[src/rtl/eth_frame_log_pkg.sv]
// eth_frame_log_pkg
// Shared definitions for the frame-log packer and the extractor that feeds it.
// The control-record field offsets live here so that both sides agree on one
// record layout.
//   CTL_*_LSB    : bit offsets of TIMESTAMP / NUMBER / SIZE / MATCHED in the record
//   FLAG_OVERFLOW: bit of the header flags byte set when no script matched
//   log_state_t  : packer FSM states
package eth_frame_log_pkg;

    localparam int CTL_TS_LSB    = 0;
    localparam int CTL_NUM_LSB   = 64;
    localparam int CTL_SIZE_LSB  = 96;
    localparam int CTL_MATCH_LSB = 112;
    localparam int CTL_W         = 120;

    localparam int LOG_W         = 64;
    localparam int KEEP_W        = LOG_W / 8;
    localparam int WORDS_W       = 14;

    localparam int FLAG_OVERFLOW = 0;

    typedef enum logic [1:0] {
        ST_IDLE = 2'd0,
        ST_HDR  = 2'd1,
        ST_TS   = 2'd2,
        ST_DATA = 2'd3
    } log_state_t;

    // Payload words for a byte count; 17-bit sum so 65535 bytes yields 8192.
    function automatic logic [WORDS_W-1:0] size_to_words(input logic [15:0] size);
        return WORDS_W'(({1'b0, size} + 17'd7) >> 3);
    endfunction

    // Byte-enable for the final payload word given SIZE[2:0].
    function automatic logic [KEEP_W-1:0] tail_keep(input logic [2:0] rem);
        if (rem == 3'd0) begin
            return 8'hFF;
        end
        return 8'hFF >> (4'd8 - {1'b0, rem});
    endfunction

endpackage

[src/rtl/eth_frame_log_packer_if.sv]
// eth_frame_log_packer_if
// Stream bundle around the frame-log packer.
//   s_axis_ctl_*   : 120-bit control records from the extraction FIFO
//   s_axis_frame_* : 64-bit packed payload words from the extraction FIFO
//   m_axis_*       : framed log entries towards the log DMA/mux
// Modports:
//   master : environment side (drives records and payload, drives m_axis_tready)
//   slave  : packer side
interface eth_frame_log_packer_if;
    import eth_frame_log_pkg::*;

    logic [CTL_W-1:0]  s_axis_ctl_tdata;
    logic              s_axis_ctl_tvalid;
    logic              s_axis_ctl_tready;

    logic [LOG_W-1:0]  s_axis_frame_tdata;
    logic              s_axis_frame_tvalid;
    logic              s_axis_frame_tready;

    logic [LOG_W-1:0]  m_axis_tdata;
    logic [KEEP_W-1:0] m_axis_tkeep;
    logic              m_axis_tlast;
    logic              m_axis_tvalid;
    logic              m_axis_tready;

    modport master (
        output s_axis_ctl_tdata, s_axis_ctl_tvalid,
        input  s_axis_ctl_tready,
        output s_axis_frame_tdata, s_axis_frame_tvalid,
        input  s_axis_frame_tready,
        input  m_axis_tdata, m_axis_tkeep, m_axis_tlast, m_axis_tvalid,
        output m_axis_tready
    );

    modport slave (
        input  s_axis_ctl_tdata, s_axis_ctl_tvalid,
        output s_axis_ctl_tready,
        input  s_axis_frame_tdata, s_axis_frame_tvalid,
        output s_axis_frame_tready,
        output m_axis_tdata, m_axis_tkeep, m_axis_tlast, m_axis_tvalid,
        input  m_axis_tready
    );

endinterface

[src/rtl/eth_frame_log_packer.sv]
// eth_frame_log_packer
// Pops one control record plus its payload words and emits one log entry:
// header word, timestamp word, then payload, tkeep trimmed on the final word.
// Ports:
//   clk, srst        : log clock, synchronous active-high reset
//   enable           : gates the start of new entries only
//   bus (slave)      : ctl record in, payload in, log entry out
//   entries_logged   : completed entries (wraps)
//   overflow_entries : completed entries whose MATCHED was zero (wraps)
//
// state   | meaning
// --------+-------------------------------------------------------------
// ST_IDLE | waiting for a record; may still be draining the last word
// ST_HDR  | header word held in the output register
// ST_TS   | timestamp held; pulls the first payload word if any remain
// ST_DATA | payload word held; pulls the next one until words_left hits 0
module eth_frame_log_packer
    import eth_frame_log_pkg::*;
#(
    parameter int         C_NUM_SCRIPTS    = 4,
    parameter int         C_AXIS_LOG_WIDTH = 64,
    parameter logic [7:0] C_SOURCE_ID      = 8'd0
) (
    input  logic                       clk,
    input  logic                       srst,
    input  logic                       enable,
    eth_frame_log_packer_if.slave      bus,
    output logic [31:0]                entries_logged,
    output logic [31:0]                overflow_entries
);

    localparam int         KEEP_BYTES = C_AXIS_LOG_WIDTH / 8;
    localparam logic [7:0] MATCH_MASK = 8'hFF >> (8 - C_NUM_SCRIPTS);

    log_state_t                  state_q, state_d;
    logic [63:0]                 ts_q, ts_d;
    logic [2:0]                  size_lo_q, size_lo_d;
    logic                        ovf_q, ovf_d;
    logic [WORDS_W-1:0]          words_left_q, words_left_d;
    logic [C_AXIS_LOG_WIDTH-1:0] out_data_q, out_data_d;
    logic [KEEP_BYTES-1:0]       out_keep_q, out_keep_d;
    logic                        out_last_q, out_last_d;
    logic                        out_valid_q, out_valid_d;
    logic [31:0]                 entries_q, entries_d;
    logic [31:0]                 ovf_cnt_q, ovf_cnt_d;

    logic        advance;
    logic        ctl_rdy;
    logic        frame_rdy;
    logic [7:0]  in_matched;
    logic [7:0]  in_flags;
    logic [15:0] in_size;
    logic [31:0] in_number;
    logic [63:0] in_ts;

    assign in_ts      = bus.s_axis_ctl_tdata[CTL_TS_LSB    +: 64];
    assign in_number  = bus.s_axis_ctl_tdata[CTL_NUM_LSB   +: 32];
    assign in_size    = bus.s_axis_ctl_tdata[CTL_SIZE_LSB  +: 16];
    assign in_matched = bus.s_axis_ctl_tdata[CTL_MATCH_LSB +: 8] & MATCH_MASK;

    always_comb begin
        in_flags                = {C_SOURCE_ID[3:0], 4'b0000};
        in_flags[FLAG_OVERFLOW] = (in_matched == 8'd0);
    end

    // Output register may take a new word when empty or being consumed.
    assign advance = !out_valid_q || bus.m_axis_tready;

    always_comb begin
        state_d      = state_q;
        ts_d         = ts_q;
        size_lo_d    = size_lo_q;
        ovf_d        = ovf_q;
        words_left_d = words_left_q;
        out_data_d   = out_data_q;
        out_keep_d   = out_keep_q;
        out_last_d   = out_last_q;
        out_valid_d  = out_valid_q;
        entries_d    = entries_q;
        ovf_cnt_d    = ovf_cnt_q;
        ctl_rdy      = 1'b0;
        frame_rdy    = 1'b0;

        // Word consumed (or register empty): drop valid unless reloaded below.
        if (advance) begin
            out_valid_d = 1'b0;
        end

        // ovf_q still belongs to the entry in flight: a new record cannot be
        // latched until the final word has left the output register.
        if (out_valid_q && bus.m_axis_tready && out_last_q) begin
            entries_d = entries_q + 32'd1;
            if (ovf_q) begin
                ovf_cnt_d = ovf_cnt_q + 32'd1;
            end
        end

        case (state_q)
            ST_IDLE: begin
                ctl_rdy = enable && !out_valid_q && !srst;
                if (ctl_rdy && bus.s_axis_ctl_tvalid) begin
                    ts_d         = in_ts;
                    size_lo_d    = in_size[2:0];
                    ovf_d        = in_flags[FLAG_OVERFLOW];
                    words_left_d = size_to_words(in_size);
                    out_data_d   = {in_matched, in_flags, in_size, in_number};
                    out_keep_d   = '1;
                    out_last_d   = 1'b0;
                    out_valid_d  = 1'b1;
                    state_d      = ST_HDR;
                end
            end
            ST_HDR: begin
                if (advance) begin
                    out_data_d  = ts_q;
                    out_keep_d  = '1;
                    out_last_d  = (words_left_q == '0);
                    out_valid_d = 1'b1;
                    state_d     = ST_TS;
                end
            end
            ST_TS, ST_DATA: begin
                if (words_left_q == '0) begin
                    // Empty entry: timestamp was the last word.
                    if (advance) begin
                        state_d = ST_IDLE;
                    end
                end else begin
                    frame_rdy = advance && !srst;
                    if (frame_rdy && bus.s_axis_frame_tvalid) begin
                        out_data_d   = bus.s_axis_frame_tdata;
                        out_valid_d  = 1'b1;
                        words_left_d = words_left_q - 1'b1;
                        if (words_left_q == WORDS_W'(1)) begin
                            out_last_d = 1'b1;
                            out_keep_d = tail_keep(size_lo_q);
                            state_d    = ST_IDLE;
                        end else begin
                            out_last_d = 1'b0;
                            out_keep_d = '1;
                            state_d    = ST_DATA;
                        end
                    end
                end
            end
            default: begin
                state_d = ST_IDLE;
            end
        endcase
    end

    always_ff @(posedge clk) begin
        if (srst) begin
            state_q      <= ST_IDLE;
            ts_q         <= '0;
            size_lo_q    <= '0;
            ovf_q        <= 1'b0;
            words_left_q <= '0;
            out_data_q   <= '0;
            out_keep_q   <= '0;
            out_last_q   <= 1'b0;
            out_valid_q  <= 1'b0;
            entries_q    <= '0;
            ovf_cnt_q    <= '0;
        end else begin
            state_q      <= state_d;
            ts_q         <= ts_d;
            size_lo_q    <= size_lo_d;
            ovf_q        <= ovf_d;
            words_left_q <= words_left_d;
            out_data_q   <= out_data_d;
            out_keep_q   <= out_keep_d;
            out_last_q   <= out_last_d;
            out_valid_q  <= out_valid_d;
            entries_q    <= entries_d;
            ovf_cnt_q    <= ovf_cnt_d;
        end
    end

    assign bus.s_axis_ctl_tready   = ctl_rdy;
    assign bus.s_axis_frame_tready = frame_rdy;
    assign bus.m_axis_tdata        = out_data_q;
    assign bus.m_axis_tkeep        = out_keep_q;
    assign bus.m_axis_tlast        = out_last_q;
    assign bus.m_axis_tvalid       = out_valid_q;
    assign entries_logged          = entries_q;
    assign overflow_entries        = ovf_cnt_q;

endmodule
[src/flat_wrapper.sv]
// flat-port wrapper written by rule: the top's interface ports become plain ports
module eth_frame_log_packer_flat import eth_frame_log_pkg::*;
#(
    parameter int         C_NUM_SCRIPTS    = 4,
    parameter int         C_AXIS_LOG_WIDTH = 64,
    parameter logic [7:0] C_SOURCE_ID      = 8'd0
)
  (clk, srst, enable, entries_logged, overflow_entries, bus_s_axis_ctl_tdata, bus_s_axis_ctl_tvalid, bus_s_axis_ctl_tready, bus_s_axis_frame_tdata, bus_s_axis_frame_tvalid, bus_s_axis_frame_tready, bus_m_axis_tdata, bus_m_axis_tkeep, bus_m_axis_tlast, bus_m_axis_tvalid, bus_m_axis_tready);
  eth_frame_log_packer_if bus_i ();
  input  logic clk;
  input  logic srst;
  input  logic enable;
  output logic [31:0] entries_logged;
  output logic [31:0] overflow_entries;
  input wire logic [$bits(bus_i.s_axis_ctl_tdata)-1:0] bus_s_axis_ctl_tdata;
  input wire logic [$bits(bus_i.s_axis_ctl_tvalid)-1:0] bus_s_axis_ctl_tvalid;
  output wire logic [$bits(bus_i.s_axis_ctl_tready)-1:0] bus_s_axis_ctl_tready;
  input wire logic [$bits(bus_i.s_axis_frame_tdata)-1:0] bus_s_axis_frame_tdata;
  input wire logic [$bits(bus_i.s_axis_frame_tvalid)-1:0] bus_s_axis_frame_tvalid;
  output wire logic [$bits(bus_i.s_axis_frame_tready)-1:0] bus_s_axis_frame_tready;
  output wire logic [$bits(bus_i.m_axis_tdata)-1:0] bus_m_axis_tdata;
  output wire logic [$bits(bus_i.m_axis_tkeep)-1:0] bus_m_axis_tkeep;
  output wire logic [$bits(bus_i.m_axis_tlast)-1:0] bus_m_axis_tlast;
  output wire logic [$bits(bus_i.m_axis_tvalid)-1:0] bus_m_axis_tvalid;
  input wire logic [$bits(bus_i.m_axis_tready)-1:0] bus_m_axis_tready;
  assign bus_i.s_axis_ctl_tdata = bus_s_axis_ctl_tdata;
  assign bus_i.s_axis_ctl_tvalid = bus_s_axis_ctl_tvalid;
  assign bus_s_axis_ctl_tready = bus_i.s_axis_ctl_tready;
  assign bus_i.s_axis_frame_tdata = bus_s_axis_frame_tdata;
  assign bus_i.s_axis_frame_tvalid = bus_s_axis_frame_tvalid;
  assign bus_s_axis_frame_tready = bus_i.s_axis_frame_tready;
  assign bus_m_axis_tdata = bus_i.m_axis_tdata;
  assign bus_m_axis_tkeep = bus_i.m_axis_tkeep;
  assign bus_m_axis_tlast = bus_i.m_axis_tlast;
  assign bus_m_axis_tvalid = bus_i.m_axis_tvalid;
  assign bus_i.m_axis_tready = bus_m_axis_tready;
  eth_frame_log_packer #(.C_NUM_SCRIPTS(C_NUM_SCRIPTS), .C_AXIS_LOG_WIDTH(C_AXIS_LOG_WIDTH), .C_SOURCE_ID(C_SOURCE_ID)) u_core (.clk(clk), .srst(srst), .enable(enable), .bus(bus_i), .entries_logged(entries_logged), .overflow_entries(overflow_entries));
endmodule
[config.mk]
export PLATFORM = sky130hd
export DESIGN_NAME = eth_frame_log_packer_flat
export DESIGN_NICKNAME = d
export VERILOG_FILES = /design/src/rtl/eth_frame_log_pkg.sv /design/src/rtl/eth_frame_log_packer_if.sv /design/src/rtl/eth_frame_log_packer.sv /design/src/flat_wrapper.sv
export SDC_FILE = /design/constraint.sdc
export NUM_CORES = 1
export LEC_CHECK = 0
export CORE_UTILIZATION = 51
export DETAILED_ROUTE_END_ITERATION = 8
export PLACE_DENSITY = 0.95
export SYNTH_ARGS = -nofsm -noshare
export SYNTH_HDL_FRONTEND = slang
export SYNTH_SLANG_ARGS = --single-unit
[constraint.sdc]
create_clock -name clk -period 6.6 [get_ports clk]
set_input_delay 0.66 -clock clk [delete_from_list [all_inputs] [get_ports clk]]
set_output_delay 0.66 -clock clk [all_outputs]
set_load 0.02 [all_outputs]
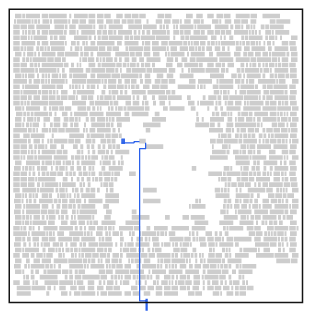
(nets reached from selected ports)
Drawn at 2 px/µm.
[bus_s_axis_frame_tready] blue | bits: 1 | direction: output | edge: south | end cells: 1 | buffers: 1 | wire: 95.2 µm

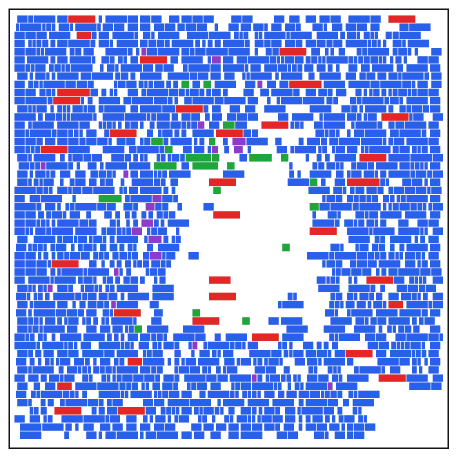
(cells by drive strength)
Drawn at 3 px/µm.
[x3 and x4] green | cells: 21
[x2] purple | cells: 21
[x6 and larger] red | cells: 33
[x1 and smaller] blue | cells: 1547

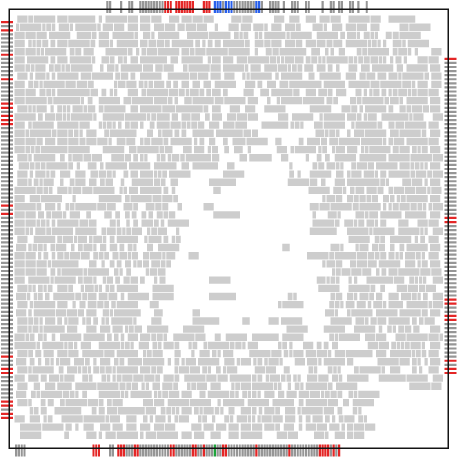
(pin map)
Drawn at 3 px/µm. Pins as bars across the die edge, other pins in grey.
[bus_s_axis_frame_tready] green | pins: 1 | direction: output | edge: south
[bus_m_axis_tkeep] blue | pins: 8 | direction: output | edge: north
[bus_m_axis_tdata] red | pins: 64 | direction: output | edge: 23 south, 18 west, 13 north, 10 east
all pins by edge: 98 west, 90 south, 78 east, 64 north

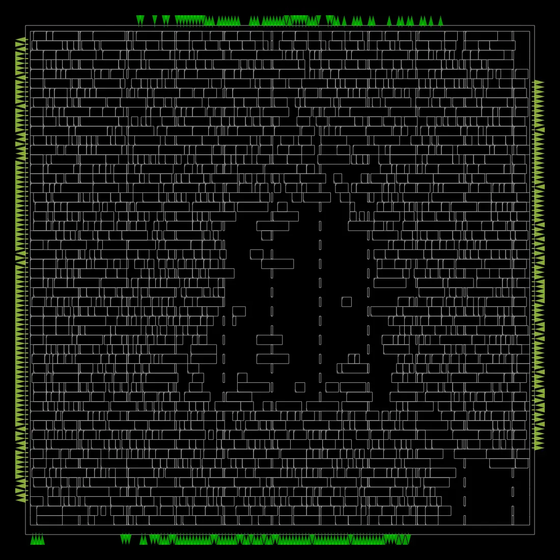
(cell placement)
Well Taps: 270
fin util: 72.65%
flop share of the area: 30.28%

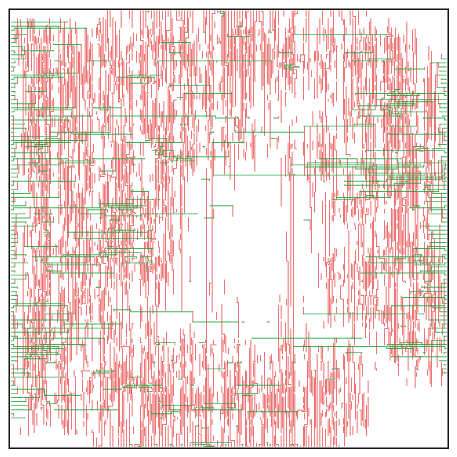
(signal wires by layer)
Drawn at 3 px/µm. Two of the layers only.
[M2] red | wire length: 16800 µm
[M3] green | wire length: 3220 µm

==> out/qor.yml <==
run_status:
  outcome: "finished, final reports clean"
global_routing:
  grt_pass1_vias: 10998
  grt-ovfl-total: 0
placement:
  dp_hpwl_um: 22270
drt:
  wire_per_inst_um: 18.14
  wl_met3_um: 3220
  routed_wl_um: 34340
synth:
  synthSimpleGateAreaFrac_pct: 25.68
  synthAdderAreaFrac_pct: 0.9489
  synth_warnings: 0
  synthXorXnorAreaFrac_pct: 5.563
  ys_seq_share_pct: 42.13
  edf_count: 0
  ys_sh_mux_pct: 5.136
  yosys_cells: 1347
  ys_top_cells_by_count: "nand2_1 (279), dfxtp_1 (222), a21oi_1 (112)"
finish:
  fill_cells: 1440
  flops: 222
  buffers: 335
final_timing:
  skew_ns: 0.02298
  timing.final.ws_setup_ns: 2.915
  maxSlewViolCount: 0
  rsz0062_at_grt: "false"
setup_path:
  timing.rr.start: "u_core.state_q[1]"
  slowest_delay_ns: 0.85
  reg2reg_depth: 6
  critPathMaxFanout: 116
  cp.required_ns: 5.94
  critPathLaunch: "u_core.state_q[1]"
power:
  power_density_mw_per_mm2: 351.6
  combinationalPowerShare_pct: 38.7
  pg_comb_w: 0.00200
  peakVddDrop_mv: 0.2775
  top_power_group: "combinational cells"
  power.share.switching_pct: 37.75
  p_leak_nw: 4.811
  seqPwrFrac_pct: 33.4
floorplan:
  fp.dieH_um: 145.8
  fp_util_pct: 52.13
min_path:
  hold_depth: 2
clock_network:
  cts_resized: 0
No activity file was given, so power comes from the tool's default toggle rates.
